===== src/rtl/indirect_target_trainer_pkg.sv =====
// Shared types for the indirect-branch target trainer.
//   BHR_W         : global history width; must match the target cache index split
//   train_entry_t : one queued training write {pc, tgt, bhr}
//   bhr_shift     : shifts one conditional outcome into a history value
package indirect_pkg;

   localparam int BHR_W = 4;

   typedef struct packed {
      logic [31:0]      pc;
      logic [31:0]      tgt;
      logic [BHR_W-1:0] bhr;
   } train_entry_t;

   localparam int ENTRY_W = $bits(train_entry_t);

   // Newest outcome enters at bit 0; the oldest bit falls off the top.
   function automatic logic [BHR_W-1:0] bhr_shift(input logic [BHR_W-1:0] hist,
                                                  input logic             taken);
      return {hist[BHR_W-2:0], taken};
   endfunction

endpackage


===== src/rtl/indirect_target_trainer_if.sv =====
// Bundles the two handshakes of the trainer:
//   resolve side : res_* from the commit stage, res_ready back to it
//   update side  : wr_grant from the target cache arbiter, update_* to the cache
// Handshake rules:
//   A resolve lane transfers on a clk edge where res_valid[i] && res_ready.
//   While res_ready is low the commit stage holds both lanes unchanged.
//   A cache write transfers on a clk edge where update_en is high; update_en
//   is only raised while wr_grant is high, so wr_grant acts as the ready.
// modport master : commit stage + cache arbiter view
// modport slave  : trainer view
interface indirect_target_trainer_if;

   logic [1:0]                           res_valid;
   logic [1:0]                           res_is_cond;
   logic [1:0]                           res_is_ind;
   logic [1:0]                           res_taken;
   logic [1:0][31:0]                     res_pc;
   logic [1:0][indirect_pkg::BHR_W-1:0]  res_bhr;
   logic [1:0][31:0]                     res_pred_tgt;
   logic [1:0][31:0]                     res_act_tgt;
   logic                                 res_ready;

   logic                                 wr_grant;
   logic                                 update_en;
   logic [31:0]                          update_pc;
   logic [31:0]                          update_target;
   logic [indirect_pkg::BHR_W-1:0]       update_BHR;

   modport master (
      output res_valid, res_is_cond, res_is_ind, res_taken,
             res_pc, res_bhr, res_pred_tgt, res_act_tgt, wr_grant,
      input  res_ready, update_en, update_pc, update_target, update_BHR
   );

   modport slave (
      input  res_valid, res_is_cond, res_is_ind, res_taken,
             res_pc, res_bhr, res_pred_tgt, res_act_tgt, wr_grant,
      output res_ready, update_en, update_pc, update_target, update_BHR
   );

endinterface


===== src/rtl/indirect_target_trainer_fifo.sv =====
// Training write queue (module target_train_fifo).
//   clk, resetn : clock, synchronous active-low reset
//   push, din   : enqueue one entry (ignored when full)
//   pop, dout   : dequeue the head (ignored when empty); dout is the head
//   count       : occupancy, 0..DEPTH
//   empty, full : occupancy flags
module target_train_fifo #(
   parameter int DEPTH = 4,
   parameter int W     = 68
) (
   input  logic                     clk,
   input  logic                     resetn,
   input  logic                     push,
   input  logic [W-1:0]             din,
   input  logic                     pop,
   output logic [W-1:0]             dout,
   output logic [$clog2(DEPTH):0]   count,
   output logic                     empty,
   output logic                     full
);

   localparam int AW = $clog2(DEPTH);

   logic [W-1:0]  mem [DEPTH];
   logic [AW-1:0] wr_ptr;
   logic [AW-1:0] rd_ptr;
   logic          do_push;
   logic          do_pop;

   assign empty   = (count == '0);
   assign full    = (count == (AW+1)'(DEPTH));
   assign do_push = push && !full;
   assign do_pop  = pop && !empty;
   assign dout    = mem[rd_ptr];

   // Storage carries no reset; entries are only visible through count.
   always_ff @(posedge clk) begin
      if (do_push) mem[wr_ptr] <= din;
   end

   // DEPTH is a power of two, so pointers wrap by natural overflow.
   always_ff @(posedge clk) begin
      if (!resetn) begin
         wr_ptr <= '0;
         rd_ptr <= '0;
         count  <= '0;
      end else begin
         if (do_push) wr_ptr <= wr_ptr + AW'(1);
         if (do_pop)  rd_ptr <= rd_ptr + AW'(1);
         case ({do_push, do_pop})
            2'b10:   count <= count + (AW+1)'(1);
            2'b01:   count <= count - (AW+1)'(1);
            default: count <= count;
         endcase
      end
   end

endmodule


===== src/rtl/indirect_target_trainer.sv =====
// Commit-side trainer for the indirect-branch target cache.
//   clk, resetn    : clock, synchronous active-low reset
//   bus (slave)    : two-lane resolve input + res_ready, cache write port
//   commit_bhr     : architectural global history
//   redirect_valid : one-cycle front-end redirect pulse
//   redirect_pc    : redirect target
//   recover_bhr    : history to reload into the fetch BHR on redirect
//   fifo_count     : training queue occupancy
module indirect_target_trainer
   import indirect_pkg::*;
#(
   parameter int DEPTH = 4
) (
   input  logic                       clk,
   input  logic                       resetn,
   indirect_target_trainer_if.slave   bus,
   output logic [BHR_W-1:0]           commit_bhr,
   output logic                       redirect_valid,
   output logic [31:0]                redirect_pc,
   output logic [BHR_W-1:0]           recover_bhr,
   output logic [$clog2(DEPTH):0]     fifo_count
);

   logic             fifo_full;
   logic             fifo_empty;
   logic [1:0]       acc;
   logic [1:0]       tgt_wrong;
   logic             mis0;
   logic             mis1;
   logic             live1;
   logic             push;
   logic [BHR_W-1:0] bhr_after0;
   logic [BHR_W-1:0] bhr_after1;
   train_entry_t     push_entry;
   train_entry_t     head;

   // Readiness depends only on occupancy, so a pop in the same cycle does
   // not open a slot until the next cycle.
   assign bus.res_ready = !fifo_full;
   assign acc           = bus.res_valid & {2{bus.res_ready}};

   assign tgt_wrong[0] = bus.res_is_ind[0] && (bus.res_pred_tgt[0] != bus.res_act_tgt[0]);
   assign tgt_wrong[1] = bus.res_is_ind[1] && (bus.res_pred_tgt[1] != bus.res_act_tgt[1]);

   // A lane-0 mispredict squashes lane 1 completely (younger, wrong path).
   assign mis0  = acc[0] && tgt_wrong[0];
   assign live1 = acc[1] && !mis0;
   assign mis1  = live1 && tgt_wrong[1];
   assign push  = mis0 || mis1;

   // History as seen after each lane; the redirect uses the value through
   // the mispredicting lane, commit_bhr takes the value through lane 1.
   assign bhr_after0 = (acc[0] && bus.res_is_cond[0]) ?
                       bhr_shift(commit_bhr, bus.res_taken[0]) : commit_bhr;
   assign bhr_after1 = (live1 && bus.res_is_cond[1]) ?
                       bhr_shift(bhr_after0, bus.res_taken[1]) : bhr_after0;

   always_comb begin
      push_entry = '0;
      if (mis0) begin
         push_entry.pc  = bus.res_pc[0];
         push_entry.tgt = bus.res_act_tgt[0];
         push_entry.bhr = bus.res_bhr[0];
      end else begin
         push_entry.pc  = bus.res_pc[1];
         push_entry.tgt = bus.res_act_tgt[1];
         push_entry.bhr = bus.res_bhr[1];
      end
   end

   target_train_fifo #(
      .DEPTH (DEPTH),
      .W     (ENTRY_W)
   ) u_fifo (
      .clk    (clk),
      .resetn (resetn),
      .push   (push),
      .din    (push_entry),
      .pop    (bus.update_en),
      .dout   (head),
      .count  (fifo_count),
      .empty  (fifo_empty),
      .full   (fifo_full)
   );

   // The cache samples the head on the same edge the queue pops it.
   assign bus.update_en     = !fifo_empty && bus.wr_grant;
   assign bus.update_pc     = head.pc;
   assign bus.update_target = head.tgt;
   assign bus.update_BHR    = head.bhr;

   always_ff @(posedge clk) begin
      if (!resetn) begin
         commit_bhr     <= '0;
         redirect_valid <= 1'b0;
         redirect_pc    <= '0;
         recover_bhr    <= '0;
      end else begin
         commit_bhr     <= bhr_after1;
         redirect_valid <= push;
         if (mis0) begin
            redirect_pc <= bus.res_act_tgt[0];
            recover_bhr <= bhr_after0;
         end else if (mis1) begin
            redirect_pc <= bus.res_act_tgt[1];
            recover_bhr <= bhr_after1;
         end
      end
   end

endmodule


===== src/flat_wrapper.sv =====
// flat-port wrapper written by rule: the top's interface ports become plain ports
module indirect_target_trainer_flat import indirect_pkg::*;
#(
   parameter int DEPTH = 4
)
  (clk, resetn, commit_bhr, redirect_valid, redirect_pc, recover_bhr, fifo_count, bus_res_valid, bus_res_is_cond, bus_res_is_ind, bus_res_taken, bus_res_pc, bus_res_bhr, bus_res_pred_tgt, bus_res_act_tgt, bus_wr_grant, bus_res_ready, bus_update_en, bus_update_pc, bus_update_target, bus_update_BHR);
  indirect_target_trainer_if bus_i ();
  input  logic clk;
  input  logic resetn;
  output logic [BHR_W-1:0] commit_bhr;
  output logic redirect_valid;
  output logic [31:0] redirect_pc;
  output logic [BHR_W-1:0] recover_bhr;
  output logic [$clog2(DEPTH):0] fifo_count;
  input wire logic [$bits(bus_i.res_valid)-1:0] bus_res_valid;
  input wire logic [$bits(bus_i.res_is_cond)-1:0] bus_res_is_cond;
  input wire logic [$bits(bus_i.res_is_ind)-1:0] bus_res_is_ind;
  input wire logic [$bits(bus_i.res_taken)-1:0] bus_res_taken;
  input wire logic [$bits(bus_i.res_pc)-1:0] bus_res_pc;
  input wire logic [$bits(bus_i.res_bhr)-1:0] bus_res_bhr;
  input wire logic [$bits(bus_i.res_pred_tgt)-1:0] bus_res_pred_tgt;
  input wire logic [$bits(bus_i.res_act_tgt)-1:0] bus_res_act_tgt;
  input wire logic [$bits(bus_i.wr_grant)-1:0] bus_wr_grant;
  output wire logic [$bits(bus_i.res_ready)-1:0] bus_res_ready;
  output wire logic [$bits(bus_i.update_en)-1:0] bus_update_en;
  output wire logic [$bits(bus_i.update_pc)-1:0] bus_update_pc;
  output wire logic [$bits(bus_i.update_target)-1:0] bus_update_target;
  output wire logic [$bits(bus_i.update_BHR)-1:0] bus_update_BHR;
  assign bus_i.res_valid = bus_res_valid;
  assign bus_i.res_is_cond = bus_res_is_cond;
  assign bus_i.res_is_ind = bus_res_is_ind;
  assign bus_i.res_taken = bus_res_taken;
  assign bus_i.res_pc = bus_res_pc;
  assign bus_i.res_bhr = bus_res_bhr;
  assign bus_i.res_pred_tgt = bus_res_pred_tgt;
  assign bus_i.res_act_tgt = bus_res_act_tgt;
  assign bus_i.wr_grant = bus_wr_grant;
  assign bus_res_ready = bus_i.res_ready;
  assign bus_update_en = bus_i.update_en;
  assign bus_update_pc = bus_i.update_pc;
  assign bus_update_target = bus_i.update_target;
  assign bus_update_BHR = bus_i.update_BHR;
  indirect_target_trainer #(.DEPTH(DEPTH)) u_core (.clk(clk), .resetn(resetn), .bus(bus_i), .commit_bhr(commit_bhr), .redirect_valid(redirect_valid), .redirect_pc(redirect_pc), .recover_bhr(recover_bhr), .fifo_count(fifo_count));
endmodule

===== config.mk =====
export PLATFORM = sky130hd
export DESIGN_NAME = indirect_target_trainer_flat
export DESIGN_NICKNAME = d
export VERILOG_FILES = /design/src/rtl/indirect_target_trainer_pkg.sv /design/src/rtl/indirect_target_trainer_if.sv /design/src/rtl/indirect_target_trainer_fifo.sv /design/src/rtl/indirect_target_trainer.sv /design/src/flat_wrapper.sv
export SDC_FILE = /design/constraint.sdc
export NUM_CORES = 1
export LEC_CHECK = 0
export ABC_CLOCK_PERIOD_IN_PS = 5100
export CORE_ASPECT_RATIO = 1.75
export CORE_MARGIN = 2
export CORE_UTILIZATION = 50
export DETAILED_ROUTE_END_ITERATION = 8
export GPL_TIMING_DRIVEN = 0
export PLACE_DENSITY = 0.8
export SETUP_SLACK_MARGIN = 0.2
export SLEW_MARGIN = 20
export SYNTH_ARGS = -nofsm -noshare
export SYNTH_HDL_FRONTEND = slang
export SYNTH_HIERARCHICAL = 1
export SYNTH_SLANG_ARGS = --single-unit

===== constraint.sdc =====
create_clock -name clk -period 5.1 [get_ports clk]
set_input_delay 0.51 -clock clk [delete_from_list [all_inputs] [get_ports clk]]
set_output_delay 0.51 -clock clk [all_outputs]
set_load 0.01 [all_outputs]

==> GITHUB_STEP_SUMMARY <==
### Flow metrics

| Metric | Value |
|---|---|
| Post-Place Worst Slack | 206 ps |
| H-tree level count | 1 |
| Non-clk buf share | 19.7% |
| Clock transition at the registers of the reported paths | 70 ps |
| Sw Ratio | 24.3% |
| Combinational share of cell area | 22.2% |
| RR Endpoint | u_core/u_fifo/count[2]$_SDFFE_PN0P_ |
| Tot Pwr | 7.30 mW |
| Relative slew slack | 48.0% |
| Register share of total power | 44.0% |
| Fp_density | 51.0% |
| Drt drc | 0 |
| Die ar. | 28500 sq um |
| CP startpoint kind | primary input |
| Most instantiated cells after synthesis | 272 x edfxtp_1, 69 x mux2_2, 68 x mux4_2 |
| Worst hold-check path type | in2reg |
| Count of different cell masters after synthesis | 43 |
| Iter 0 DRT Violations | 402 |
| Hold Slack | 312 ps |
| # Taps | 324 |
| Multi-input comb cells | 359 |
| Dominant cells by area after synthesis | edfxtp_1 60%, mux4_2 11%, dfxtp_1 7.4% |
| Worst Tran Pin Value | 775 ps |
| Area grow syn2layout | 35.3% |
| CTS Buffer Depth | 3 |
| RSZ-0062 raised after global routing | false |
| Finished Core Util | 68.9% |
| Inserted Clock Buffers | 27 |
| R2R Setup Slk | 1240 ps |
| CTS root buffer | clkbuf_16 |
| Met3 routed WL | 2.14 mm |
| Global-route usage over all layers | 25.3% |
| P per Cell Area | 398 nW/um^2 |
| Routed wl met2 | 20.1 mm |
| Min Tclk post-route | 4490 ps |
| Final Instance Count excl. Fillers | 1431 |
| Sequential cell area share | 50.0% |
| Hold endpoint | u_core/u_fifo/wr_ptr[0]$_SDFFE_PN0P_ |
| Asr flop ratio synth | 0% |
| Leading registers by flop count | u_core/u_fifo/mem x272, u_core/redirect_pc x32 |
| Log Warnings | 29 |
| Syn. warnings | 6 |
| Reg-to-reg critical path startpoint | u_core/u_fifo/count[2]$_SDFFE_PN0P_ |
| Peak supply drop | 265 uV |
| YS chip area | 13600 sq um |
| Clkbuf count | 30 |
| Mux frac, synth | 17.3% |
| Worst setup EP type | register |
| Worst Path Required | 5570 ps |
| Yosys simple share | 3.93% |
| IO Count | 325 |
| Cell Int Power | 5.52 mW |
| DR WL/cell | 25.1 um |
| GR Layer Usage met2 | 48.3% |
| Fin nets | 1304 |
| FMAX | 0.223 GHz |
| Number of enable flip-flop cells | 272 |
| Area of the mapped netlist | 13600 sq um |
| Max reg flops | 272 |
| Clock-cell share | 5.64% |
| Crit path launch | bus_res_act_tgt[16] |
| Seq Cell Count | 322 |
| Reg2Reg Depth | 17 |
| Max FO, Critical Path | 10 |
| CP Data Arrival Time | 4960 ps |
| Status | completed |
| Overflow after GRT | 0 |
| Final setup margin | 612 ps |
| DRT Pass-1 Iters | 4 |
| Highest Signal Layer | met4 |
| RD Place Congestion | 0.959 |
| Non-clock inverters | 11 |
| WHS Path Cells | 3 |
| Global-route wire length before repair | 52.4 mm |
| Max-area cell class | registers |
| Final hold viol count | 0 |
| Post-synth regs | 322 |
| Initial antenna violation count | 0 |
| LEAKAGE | 6.25 nW |
| Synth Area in Adders | 0.609% |
| Gr busiest metal | met2 |
## power by group through the flow
stage | Sequential (mW) | Combinational, mW | Clock [mW]
after floorplan | 3.28 | 0.850 | 0
after global placement | 3.28 | 1.70 | 0
after detailed placement | 3.27 | 1.74 | 0
after CTS | 3.21 | 1.75 | 2.41
after global routing | 3.23 | 1.82 | 2.51
final | 3.21 | 1.72 | 2.36
## critical path: stages
cell	delay, ps
clkdlybuf4s50_1	490
xnor2_1	550
nand4_1	240
nor4_2	490
a21oi_2	220
a31o_1	250
buf_6	150
buf_6	150
buf_6	150
nor2b_1	130
clkbuf_1	230
inv_1	100
ha_1	200
inv_1	70
fa_1	400
xor2_1	170
or3_1	310
a21boi_0	160
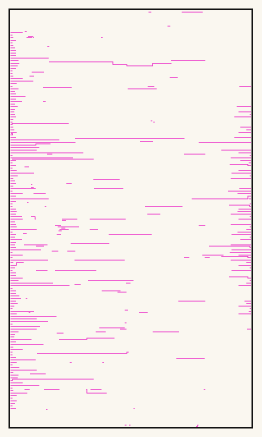
Fig. 1. Signal wires on met3.
The longest straight run is 58.0 um. The layer carries 2140 um of wire. 258 nets have wire on it. The layer holds 6.0% of the routed length. The wires run mostly horizontal.
met3 usage: 4.20%
routed wire length: 35.9 mm
Vias: 8017

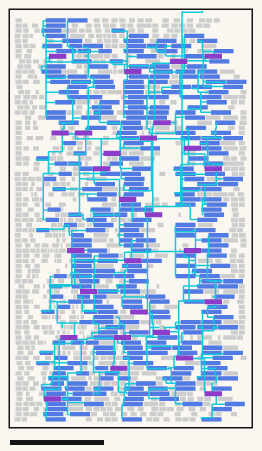
Fig. 2. Clock wires, drivers and flops.
Scale bar: 50 um.
Key: clock wires = cyan [length 3340 um]; flip-flops = blue [count 322]; cells driving clock nets = purple [count 27]
There are 28 routed clock nets.
Clock power frac: 32.4%
Clk Latency, worst-skew pair: 540 ps
clk_skew: 16.9 ps
P_clk: 2.36 mW

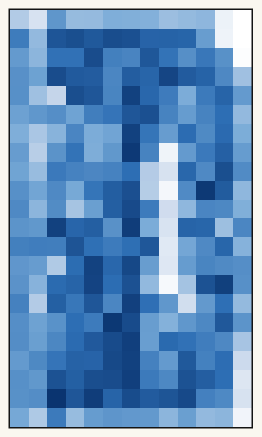
Fig. 3. Cell area per tile.
The die is cut into 13 by 22 equal tiles; white is low, dark blue is high, 0 to 100% covered.
1.0% of the tiles are nearly empty. The mean over all tiles is 63%. The fullest tile reaches 98%. 32% of the tiles are over 75% full.

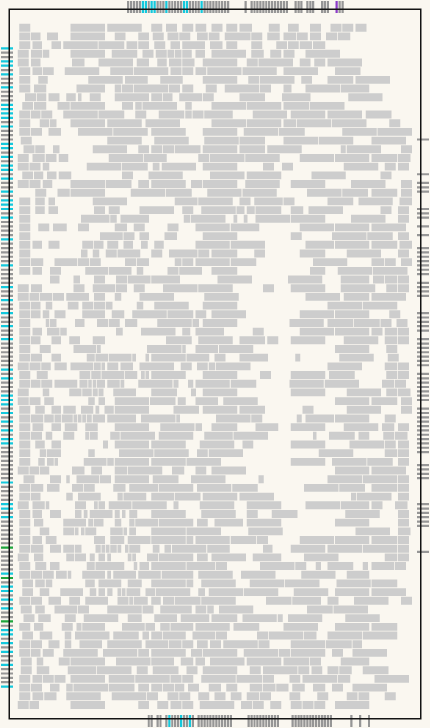
Fig. 4. Pin placement.
Pins as bars across the die edge, other pins in grey.
Key: bus_res_act_tgt = cyan [pins 64, direction input, edge 53 left, 8 top, 3 bottom]; fifo_count = green [pins 3, direction output, edge left]; clk = purple [pins 1, direction input, edge top]
All pins by edge: 148 left, 62 right, 61 top, 54 bottom.
die y size: 222 um
Die X: 128 um
Port Buffers: 323

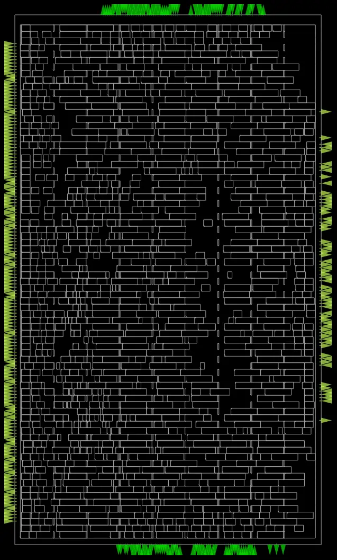
Fig. 5. Cell placement.
Placement Rows: 79
core area: 26600 sq um

No activity file was given, so power comes from the tool's default toggle rates.
